### config.mk
export PLATFORM = sky130hd
export DESIGN_NAME = seq_detect_arbiter_flat
export DESIGN_NICKNAME = d
export VERILOG_FILES = /design/src/rtl/seq_detect_arbiter_pkg.sv /design/src/rtl/seq_detect_arbiter_if.sv /design/src/rtl/seq_detect_arbiter_rr_arbiter.sv /design/src/rtl/seq_detect_arbiter.sv /design/src/flat_wrapper.sv
export SDC_FILE = /design/constraint.sdc
export NUM_CORES = 1
export LEC_CHECK = 0
export ABC_AREA = 1
export CAP_MARGIN = 10
export CORE_ASPECT_RATIO = 0.6
export CORE_MARGIN = 2
export CORE_UTILIZATION = 59
export CTS_CLUSTER_SIZE = 20
export DETAILED_ROUTE_END_ITERATION = 10
export HOLD_SLACK_MARGIN = 0.03
export PLACE_DENSITY = 0.83
export SLEW_MARGIN = 10
export SYNTH_ARGS = -nofsm -noshare
export SYNTH_HDL_FRONTEND = slang
export SYNTH_HIERARCHICAL = 1
export SYNTH_SLANG_ARGS = --single-unit
### constraint.sdc
create_clock -name clk -period 3.1 [get_ports clk]
set_input_delay 0.465 -clock clk [delete_from_list [all_inputs] [get_ports clk]]
set_output_delay 0.465 -clock clk [all_outputs]
set_load 0.01 [all_outputs]
### src/rtl/seq_detect_arbiter_pkg.sv
// ---------------------------------------------------------------------------
// seq_det_pkg
// Shared constants and helpers for the shared serial pattern detector:
//   - default pattern length and target pattern
//   - seven-segment encodings and the hex-to-segment function
//   - index-width helper used to size channel indices
// ---------------------------------------------------------------------------
package seq_det_pkg;

  localparam int                  DEF_PLEN    = 3;
  localparam logic [DEF_PLEN-1:0] DEF_PATTERN = 3'b011;

  // Segment bits are {dp,g,f,e,d,c,b,a}, active-high.
  localparam logic [7:0] SEG_RESET = 8'h3F;  // digit 0, dp off
  localparam logic       SEG_DP_ON = 1'b1;

  // Width of an index into n items; never less than one bit.
  function automatic int idx_w(input int n);
    return (n > 1) ? $clog2(n) : 1;
  endfunction

  // Hex digit to {g,f,e,d,c,b,a}.
  function automatic logic [6:0] hex7(input logic [3:0] v);
    logic [6:0] s;
    case (v)
      4'h0: s = 7'h3F;
      4'h1: s = 7'h06;
      4'h2: s = 7'h5B;
      4'h3: s = 7'h4F;
      4'h4: s = 7'h66;
      4'h5: s = 7'h6D;
      4'h6: s = 7'h7D;
      4'h7: s = 7'h07;
      4'h8: s = 7'h7F;
      4'h9: s = 7'h6F;
      4'hA: s = 7'h77;
      4'hB: s = 7'h7C;
      4'hC: s = 7'h39;
      4'hD: s = 7'h5E;
      4'hE: s = 7'h79;
      default: s = 7'h71;
    endcase
    return s;
  endfunction

endpackage

### src/rtl/seq_detect_arbiter_if.sv
// ---------------------------------------------------------------------------
// seq_detect_arbiter_if
// Per-channel serial bit handshake between the board inputs and the detector.
//   bit_in     serial data bit, one per channel
//   bit_valid  channel presents bit_in
//   bit_ready  one-hot grant; transfer when bit_valid & bit_ready
// master: the bit sources; slave: the detector.
// ---------------------------------------------------------------------------
interface seq_detect_arbiter_if #(
  parameter int NCH = 4
);
  logic [NCH-1:0] bit_in;
  logic [NCH-1:0] bit_valid;
  logic [NCH-1:0] bit_ready;

  modport master (output bit_in, output bit_valid, input bit_ready);
  modport slave  (input bit_in, input bit_valid, output bit_ready);
endinterface

### src/rtl/seq_detect_arbiter_rr_arbiter.sv
// ---------------------------------------------------------------------------
// rr_arbiter
// Combinational round-robin pick: the first requesting index found when
// searching upward from ptr, wrapping modulo N.
//   req   in   N        request vector
//   ptr   in   idx_w(N) search start index
//   gnt   out  N        one-hot grant (all zero when nothing requests)
//   gidx  out  idx_w(N) encoded index of the grant (0 when gnt is zero)
// ---------------------------------------------------------------------------
module rr_arbiter
  import seq_det_pkg::*;
#(
  parameter int N = 4
) (
  input  logic [N-1:0]          req,
  input  logic [idx_w(N)-1:0]   ptr,
  output logic [N-1:0]          gnt,
  output logic [idx_w(N)-1:0]   gidx
);

  localparam int IW = idx_w(N);

  logic          found;
  logic [IW-1:0] sel;

  always_comb begin
    gnt   = '0;
    gidx  = '0;
    found = 1'b0;
    sel   = '0;
    for (int off = 0; off < N; off++) begin
      sel = IW'((int'(ptr) + off) % N);
      if (!found && req[sel]) begin
        found    = 1'b1;
        gnt[sel] = 1'b1;
        gidx     = sel;
      end
    end
  end

endmodule

### src/rtl/seq_detect_arbiter.sv
// ---------------------------------------------------------------------------
// seq_detect_arbiter
// One pattern-detector datapath shared by NCH serial channels. A round-robin
// arbiter accepts at most one bit per cycle, advances that channel's saved
// history, pulses det_pulse on a match (overlaps allowed) and bumps a
// saturating per-channel hit counter. The 7-segment output rotates through
// the counters, one channel every DISP_DIV cycles.
//   clk         in   clock
//   reset       in   asynchronous active-high reset
//   bus         slave handshake: bit_in, bit_valid, bit_ready
//   clr_counts  in   synchronous clear of all hit counters
//   det_pulse   out  NCH one-cycle match pulses
//   disp_sel    out  channel currently shown
//   seg_out     out  {dp,g,f,e,d,c,b,a}; dp marks a saturated counter
// ---------------------------------------------------------------------------
module seq_detect_arbiter
  import seq_det_pkg::*;
#(
  parameter int              NCH      = 4,
  parameter int              PLEN     = DEF_PLEN,
  parameter logic [PLEN-1:0] PATTERN  = DEF_PATTERN,
  parameter int              CNT_W    = 4,
  parameter int              DISP_DIV = 1024
) (
  input  logic                     clk,
  input  logic                     reset,
  seq_detect_arbiter_if.slave      bus,
  input  logic                     clr_counts,
  output logic [NCH-1:0]           det_pulse,
  output logic [idx_w(NCH)-1:0]    disp_sel,
  output logic [7:0]               seg_out
);

  localparam int IW = idx_w(NCH);
  localparam int FW = $clog2(PLEN + 1);
  localparam int DW = idx_w(DISP_DIV);

  localparam logic [FW-1:0]    FILL_MAX = FW'(PLEN);
  localparam logic [FW-1:0]    FILL_ARM = FW'(PLEN - 1);
  localparam logic [CNT_W-1:0] CNT_MAX  = '1;
  localparam logic [IW-1:0]    LAST_CH  = IW'(NCH - 1);
  localparam logic [DW-1:0]    DIV_LAST = DW'(DISP_DIV - 1);

  // Arbitration
  logic [NCH-1:0] req;
  logic [NCH-1:0] gnt;
  logic [IW-1:0]  gidx;
  logic           xfer;
  logic [IW-1:0]  ptr_reg, ptr_next;

  // Requests are masked while reset is high so no bit is ever accepted then.
  assign req = reset ? '0 : bus.bit_valid;

  rr_arbiter #(.N(NCH)) u_arb (
    .req  (req),
    .ptr  (ptr_reg),
    .gnt  (gnt),
    .gidx (gidx)
  );

  assign bus.bit_ready = gnt;
  assign xfer          = |gnt;
  assign ptr_next      = !xfer ? ptr_reg :
                         (gidx == LAST_CH) ? '0 : gidx + 1'b1;

  // Per-channel context
  logic [NCH-1:0][PLEN-1:0]  hist_reg, hist_next;
  logic [NCH-1:0][FW-1:0]    fill_reg, fill_next;
  logic [NCH-1:0][CNT_W-1:0] cnt_reg, cnt_next;
  logic [NCH-1:0]            hit;
  logic [NCH-1:0]            det_reg;

  generate
    for (genvar gi = 0; gi < NCH; gi++) begin : g_ch
      logic [PLEN-1:0] nh;
      assign nh = {hist_reg[gi][PLEN-2:0], bus.bit_in[gi]};

      // fill guards against the reset-zero history posing as real leading bits.
      assign hit[gi] = gnt[gi] && (nh == PATTERN) && (fill_reg[gi] >= FILL_ARM);

      assign hist_next[gi] = gnt[gi] ? nh : hist_reg[gi];
      assign fill_next[gi] = (gnt[gi] && (fill_reg[gi] != FILL_MAX)) ?
                             fill_reg[gi] + 1'b1 : fill_reg[gi];

      // Clear takes priority over a match in the same cycle.
      assign cnt_next[gi] = clr_counts ? '0 :
                            (hit[gi] && (cnt_reg[gi] != CNT_MAX)) ?
                            cnt_reg[gi] + 1'b1 : cnt_reg[gi];
    end
  endgenerate

  // Display rotation
  logic [DW-1:0]      div_reg, div_next;
  logic [IW-1:0]      disp_sel_reg, disp_sel_next;
  logic [7:0]         seg_reg, seg_next;
  logic [CNT_W-1:0]   sel_cnt;
  logic [CNT_W+3:0]   sel_ext;
  logic [3:0]         sel_nib;
  logic               div_wrap;

  assign div_wrap      = (div_reg == DIV_LAST);
  assign div_next      = div_wrap ? '0 : div_reg + 1'b1;
  assign disp_sel_next = !div_wrap ? disp_sel_reg :
                         (disp_sel_reg == LAST_CH) ? '0 : disp_sel_reg + 1'b1;

  // Zero-extend first so narrow counters pad and wide ones show the low nibble.
  assign sel_cnt  = cnt_reg[disp_sel_reg];
  assign sel_ext  = {4'b0000, sel_cnt};
  assign sel_nib  = sel_ext[3:0];
  assign seg_next = {((sel_cnt == CNT_MAX) ? SEG_DP_ON : 1'b0), hex7(sel_nib)};

  always_ff @(posedge clk or posedge reset) begin
    if (reset) begin
      ptr_reg      <= '0;
      hist_reg     <= '0;
      fill_reg     <= '0;
      cnt_reg      <= '0;
      det_reg      <= '0;
      div_reg      <= '0;
      disp_sel_reg <= '0;
      seg_reg      <= SEG_RESET;
    end else begin
      ptr_reg      <= ptr_next;
      hist_reg     <= hist_next;
      fill_reg     <= fill_next;
      cnt_reg      <= cnt_next;
      det_reg      <= hit;
      div_reg      <= div_next;
      disp_sel_reg <= disp_sel_next;
      seg_reg      <= seg_next;
    end
  end

  assign det_pulse = det_reg;
  assign disp_sel  = disp_sel_reg;
  assign seg_out   = seg_reg;

endmodule
### src/flat_wrapper.sv
// flat-port wrapper written by rule: the top's interface ports become plain ports
module seq_detect_arbiter_flat import seq_det_pkg::*;
#(
  parameter int              NCH      = 4,
  parameter int              PLEN     = DEF_PLEN,
  parameter logic [PLEN-1:0] PATTERN  = DEF_PATTERN,
  parameter int              CNT_W    = 4,
  parameter int              DISP_DIV = 1024
)
  (clk, reset, clr_counts, det_pulse, disp_sel, seg_out, bus_bit_in, bus_bit_valid, bus_bit_ready);
  seq_detect_arbiter_if #(.NCH(NCH)) bus_i ();
  input  logic clk;
  input  logic reset;
  input  logic clr_counts;
  output logic [NCH-1:0] det_pulse;
  output logic [idx_w(NCH)-1:0] disp_sel;
  output logic [7:0] seg_out;
  input wire logic [$bits(bus_i.bit_in)-1:0] bus_bit_in;
  input wire logic [$bits(bus_i.bit_valid)-1:0] bus_bit_valid;
  output wire logic [$bits(bus_i.bit_ready)-1:0] bus_bit_ready;
  assign bus_i.bit_in = bus_bit_in;
  assign bus_i.bit_valid = bus_bit_valid;
  assign bus_bit_ready = bus_i.bit_ready;
  seq_detect_arbiter #(.NCH(NCH), .PLEN(PLEN), .PATTERN(PATTERN), .CNT_W(CNT_W), .DISP_DIV(DISP_DIV)) u_core (.clk(clk), .reset(reset), .bus(bus_i), .clr_counts(clr_counts), .det_pulse(det_pulse), .disp_sel(disp_sel), .seg_out(seg_out));
endmodule
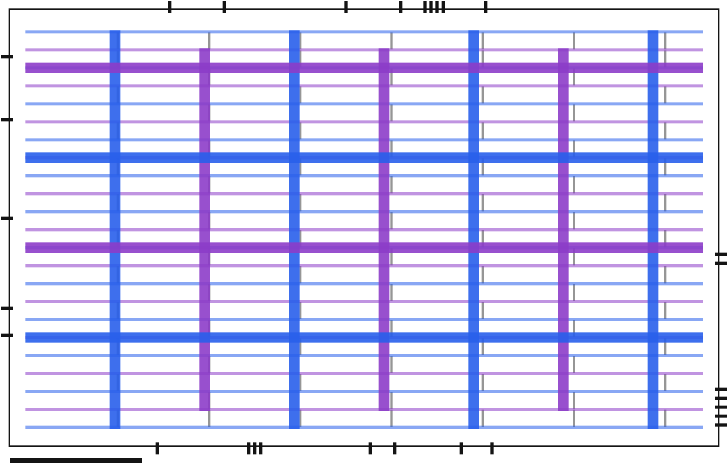
**Above:** run 1 (supply network).
Bar = 20 µm. Pins as bars on the die edge. Tap cells in grey.
net	colour
VSS	blue
VDD	purple
met1 rails	23
signal pins	29
rows	22
met4 straps	7

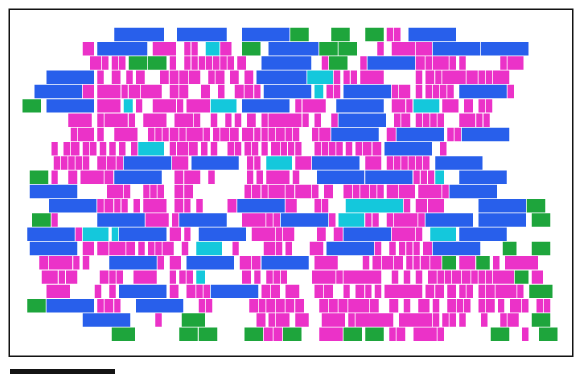
**Above:** run 1 (cell classes on the final placement).
Bar = 20 µm.
class	colour	cells	share of their area
all other logic	magenta	420	54%
flip-flops	blue	58	35%
other buffers and delay cells	green	32	7.5%
clock drivers and dummy loads	cyan	16	4.4%

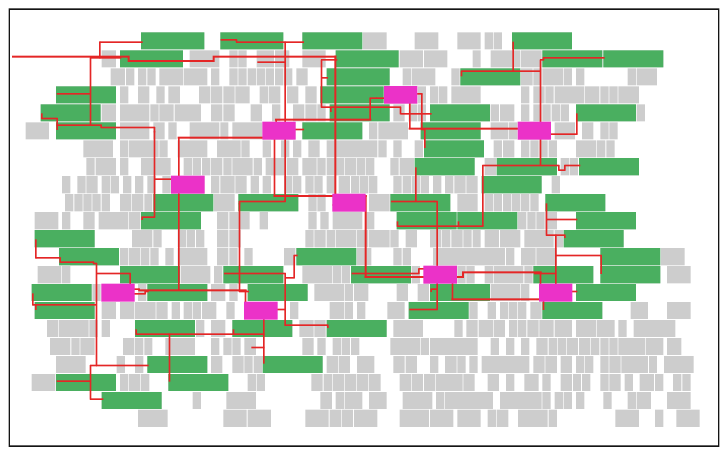
**Above:** run 1 (clock wires, drivers and flops).
[clock wires] red | length: 769 µm
[cells driving clock nets] magenta | count: 9
[flip-flops] green | count: 58
flops lie	spread over the die
routed clock nets	10

==> flow_summary.ini, run 1 <==
; flow metrics
[detailed_routing]
route.detailed.drc = 0
drt_initial_violations = 269
viasPerCell = 5.29
sum_of_met2_wire_segment_lengths_after_detailed_routing_um = 3590
top_layer_used = met4
wl_per_instance_um = 13.1
wl_um = 7970
via_count = 3229

[layout]
clkbuf_count = 10
comb-cell-share = 0.463
layout_top_cells_excl_fill_tap = sky130_fd_sc_hd__nand2_1, sky130_fd_sc_hd__nand3_1, sky130_fd_sc_hd__inv_1, sky130_fd_sc_hd__dfrtp_1, sky130_fd_sc_hd__nor2_1
layout-area-overhead-vs-synth_pct = 15.1
signal_buffer_area_fraction = 0.0734
largest_cell_class = multi-input combinational cells
drive_above_1_share = 0.120
post-route-cell-area_um2 = 4330
layout.clock.cell_area_share = 0.0427

[pwr]
peakVddDrop_uv = 600
power.sequential.fraction = 0.303
switching_share = 0.427
power_leakage_nw = 2.35
power.internal_mw = 1.96
clkPwrFrac = 0.194
comb-power_mw = 1.72
report.power.total_mw = 3.43
pwr_density_cell_nw_per_um2 = 792
power.share.combinational = 0.503

[global_route]
via_count_of_the_first_global_routing_pass = 3199
use_met1 = 0.340
track_usage = 0.255
grt_antenna_before_repair = 0
gr_layer_usage_met2 = 0.406
grt_most_used_layer = met2
grt_first_pass_wirelength_um = 14100

[run]
log.warning_count = 41

[yosys]
syn_area_um2 = 3760
synth-compound-area-share = 0.0442
yosys_register_bits = 58
ys_sh_simple = 0.350
synth_top_cell_by_area = sky130_fd_sc_hd__dfrtp_1
yosys_most_used_dff = sky130_fd_sc_hd__dfrtp_1
post_synth_xor_area_fraction = 0.0419
netlist_top_cells_count = sky130_fd_sc_hd__nand2_1, sky130_fd_sc_hd__nand3_1, sky130_fd_sc_hd__inv_1, sky130_fd_sc_hd__dfrtp_1, sky130_fd_sc_hd__nor2_1
synth_sequential_area_ratio = 0.388
ys.warnings.count = 13
syn_nets = 523
mux_share = 0
synth-cells-yosys = 484
syn_inst = 484

[sta]
finalHoldWorstSlack_ns = 0.442
setup_viol = 0
period_needed_ns = 2.94
slew_violations = 0
timing.final.crit_share = 0.947
final.setup.worst_slack_ns = 0.163
timing.slew.headroom = 0.521
clock-skew-final_ns = 0.0135
timing_hold_violations_final = 0

[critical_path]
worst_r2r_endpoint = u_core/cnt_reg[4]$_DFFE_PP0P_
critPathLaunch = u_core/ptr_reg[1]$_DFFE_PP0P_
crit_path_max_fanout = 7
cell_depth_of_the_worst_setup_path = 9
critical-path-slowest-cell = sky130_fd_sc_hd__clkdlybuf4s50_1
data_required_time_of_the_critical_path_ns = 2.63
critical_path_at_ns = 2.47
critical_path.endpoint_type = output port
criticalPathCategory = flip-flop to output port
worstPathBufferInverterCount = 3
critical_path.reg2reg.startpoint = u_core/ptr_reg[1]$_DFFE_PP0P_
worst_setup_path_endpoint = bus_bit_ready[1]
critPathLaunchType = flip-flop
r2r_cells = 14
critPathMostFrequentCell = sky130_fd_sc_hd__nand3_1

[placement]
post-place-ws_ns = 0.0839
place_area_um2 = 4130
routabilityCongestion = 0.893
detailedPlacementHpwl_um = 5760

[status]
outcome = completed

[clock_tree]
cts_max_level = 3
clkTransAtPathRegs_ns = 0.06
postCtsSetupBuffers = 0
post_cts_resize_count = 0

[min_path]
worstHoldPathType = primary input to async pin

[floorplan]
num_tap_cells = 84
io_pins = 29
die_area_um2 = 7060
die_height_um = 65.9
fp-row-count = 22
==> run 1 -> run 2 <==
--- a/config.mk
+++ b/config.mk
@@ -7,9 +7,11 @@
 export LEC_CHECK = 0
 export ABC_AREA = 1
 export CAP_MARGIN = 10
+export CELL_PAD_IN_SITES_DETAIL_PLACEMENT = 1
+export CELL_PAD_IN_SITES_GLOBAL_PLACEMENT = 2
 export CORE_ASPECT_RATIO = 0.6
 export CORE_MARGIN = 2
-export CORE_UTILIZATION = 59
+export CORE_UTILIZATION = 35
 export CTS_CLUSTER_SIZE = 20
 export DETAILED_ROUTE_END_ITERATION = 10
 export HOLD_SLACK_MARGIN = 0.03
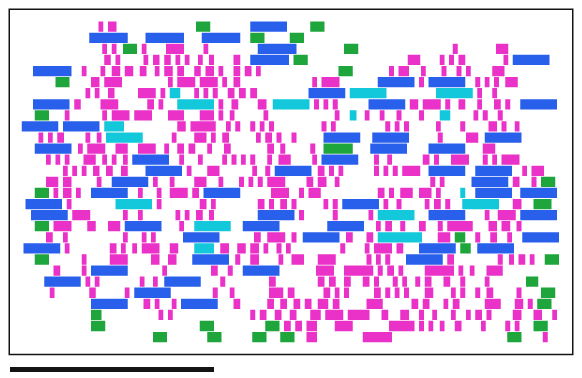
**Above:** run 2 (cell classes on the final placement).
Bar = 50 µm.
class	colour	cells	share of their area
all other logic	magenta	420	52%
clock drivers and dummy loads	cyan	16	7.0%
other buffers and delay cells	green	32	7.4%
flip-flops	blue	58	33%

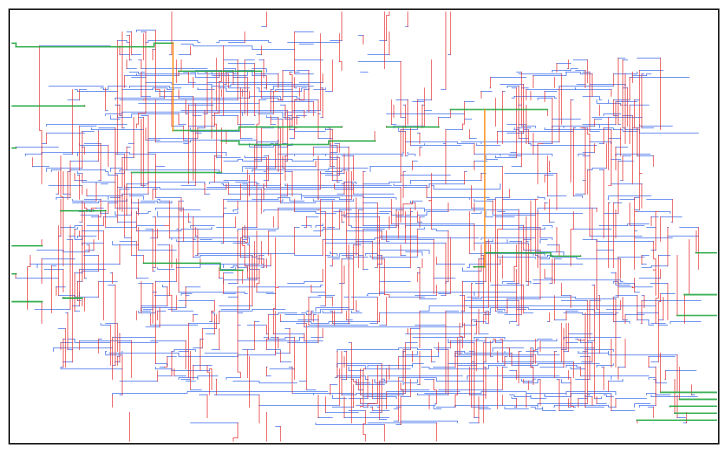
**Above:** run 2 (signal wires by layer).
layer	colour	wire length
met2	red	4010 µm
met3	green	310 µm
met4	orange	47.6 µm
met1	blue	4950 µm

==> flow_summary.ini, run 2 <==
; flow metrics
[yosys]
synth_sequential_area_ratio = 0.388
syn_inst = 484
post_synth_xor_area_fraction = 0.0419
yosys_register_bits = 58
syn_area_um2 = 3760
netlist_top_cells_count = sky130_fd_sc_hd__nand2_1, sky130_fd_sc_hd__nand3_1, sky130_fd_sc_hd__inv_1, sky130_fd_sc_hd__dfrtp_1, sky130_fd_sc_hd__nor2_1
synth-cells-yosys = 484
mux_share = 0
syn_nets = 523
yosys_most_used_dff = sky130_fd_sc_hd__dfrtp_1
synth_top_cell_by_area = sky130_fd_sc_hd__dfrtp_1
ys_sh_simple = 0.350

[critical_path]
critPathLaunch = u_core/ptr_reg[1]$_DFFE_PP0P_
critical_path.reg2reg.startpoint = u_core/ptr_reg[1]$_DFFE_PP0P_
data_required_time_of_the_critical_path_ns = 2.63
critPathLaunchType = flip-flop
cell_depth_of_the_worst_setup_path = 9
critical_path.endpoint_type = output port
critical-path-slowest-cell = sky130_fd_sc_hd__clkdlybuf4s50_1
worst_r2r_endpoint = u_core/cnt_reg[14]$_DFFE_PP0P_
worst_setup_path_endpoint = bus_bit_ready[2]
worstPathBufferInverterCount = 3
critical_path_at_ns = 2.49
criticalPathCategory = flip-flop to output port
r2r_cells = 15
critPathMostFrequentCell = sky130_fd_sc_hd__nand3_1

[detailed_routing]
drt_initial_violations = 85
top_layer_used = met4
wl_per_instance_um = 14.0
sum_of_met2_wire_segment_lengths_after_detailed_routing_um = 4010
wl_um = 9320
via_count = 3231
route.detailed.drc = 0

[floorplan]
io_pins = 29
num_tap_cells = 139
fp-row-count = 29
die_height_um = 84.3
die_area_um2 = 11600

[global_route]
grt_first_pass_wirelength_um = 16300
use_met1 = 0.257
overflow = 0
grt_most_used_layer = met2
track_usage = 0.177
via_count_of_the_first_global_routing_pass = 3331
grt_antenna_before_repair = 0

[sta]
finalHoldWorstSlack_ns = 0.400
setup_viol = 0
timing_hold_violations_final = 0
slew_violations = 0
timing.final.crit_share = 0.954
timing.slew.headroom = 0.571
final.setup.worst_slack_ns = 0.143
clock-skew-final_ns = 0.00618
period_needed_ns = 2.96

[pwr]
power.internal_mw = 2.28
switching_share = 0.405
power.sequential.fraction = 0.273
comb-power_mw = 1.78
power_leakage_nw = 2.39
power.share.combinational = 0.465
clkPwrFrac = 0.262
peakVddDrop_uv = 448
report.power.total_mw = 3.84

[placement]
post-place-ws_ns = -0.0143
place_area_um2 = 4210

[clock_tree]
clkTransAtPathRegs_ns = 0.05
postCtsSetupBuffers = 0
cts_max_level = 3
tritoncts = built
post_cts_resize_count = 4

[layout]
post-route-cell-area_um2 = 4540
comb-cell-share = 0.444
clkbuf_count = 12
layout_top_cell = sky130_fd_sc_hd__nand2_1
layout.sequential_cells = 58
layout_top_cells_excl_fill_tap = sky130_fd_sc_hd__nand2_1, sky130_fd_sc_hd__nand3_1, sky130_fd_sc_hd__inv_1, sky130_fd_sc_hd__dfrtp_1, sky130_fd_sc_hd__nor2_1
layout.clock.cell_area_share = 0.0676

[status]
outcome = completed

[min_path]
worstHoldPathType = primary input to async pin
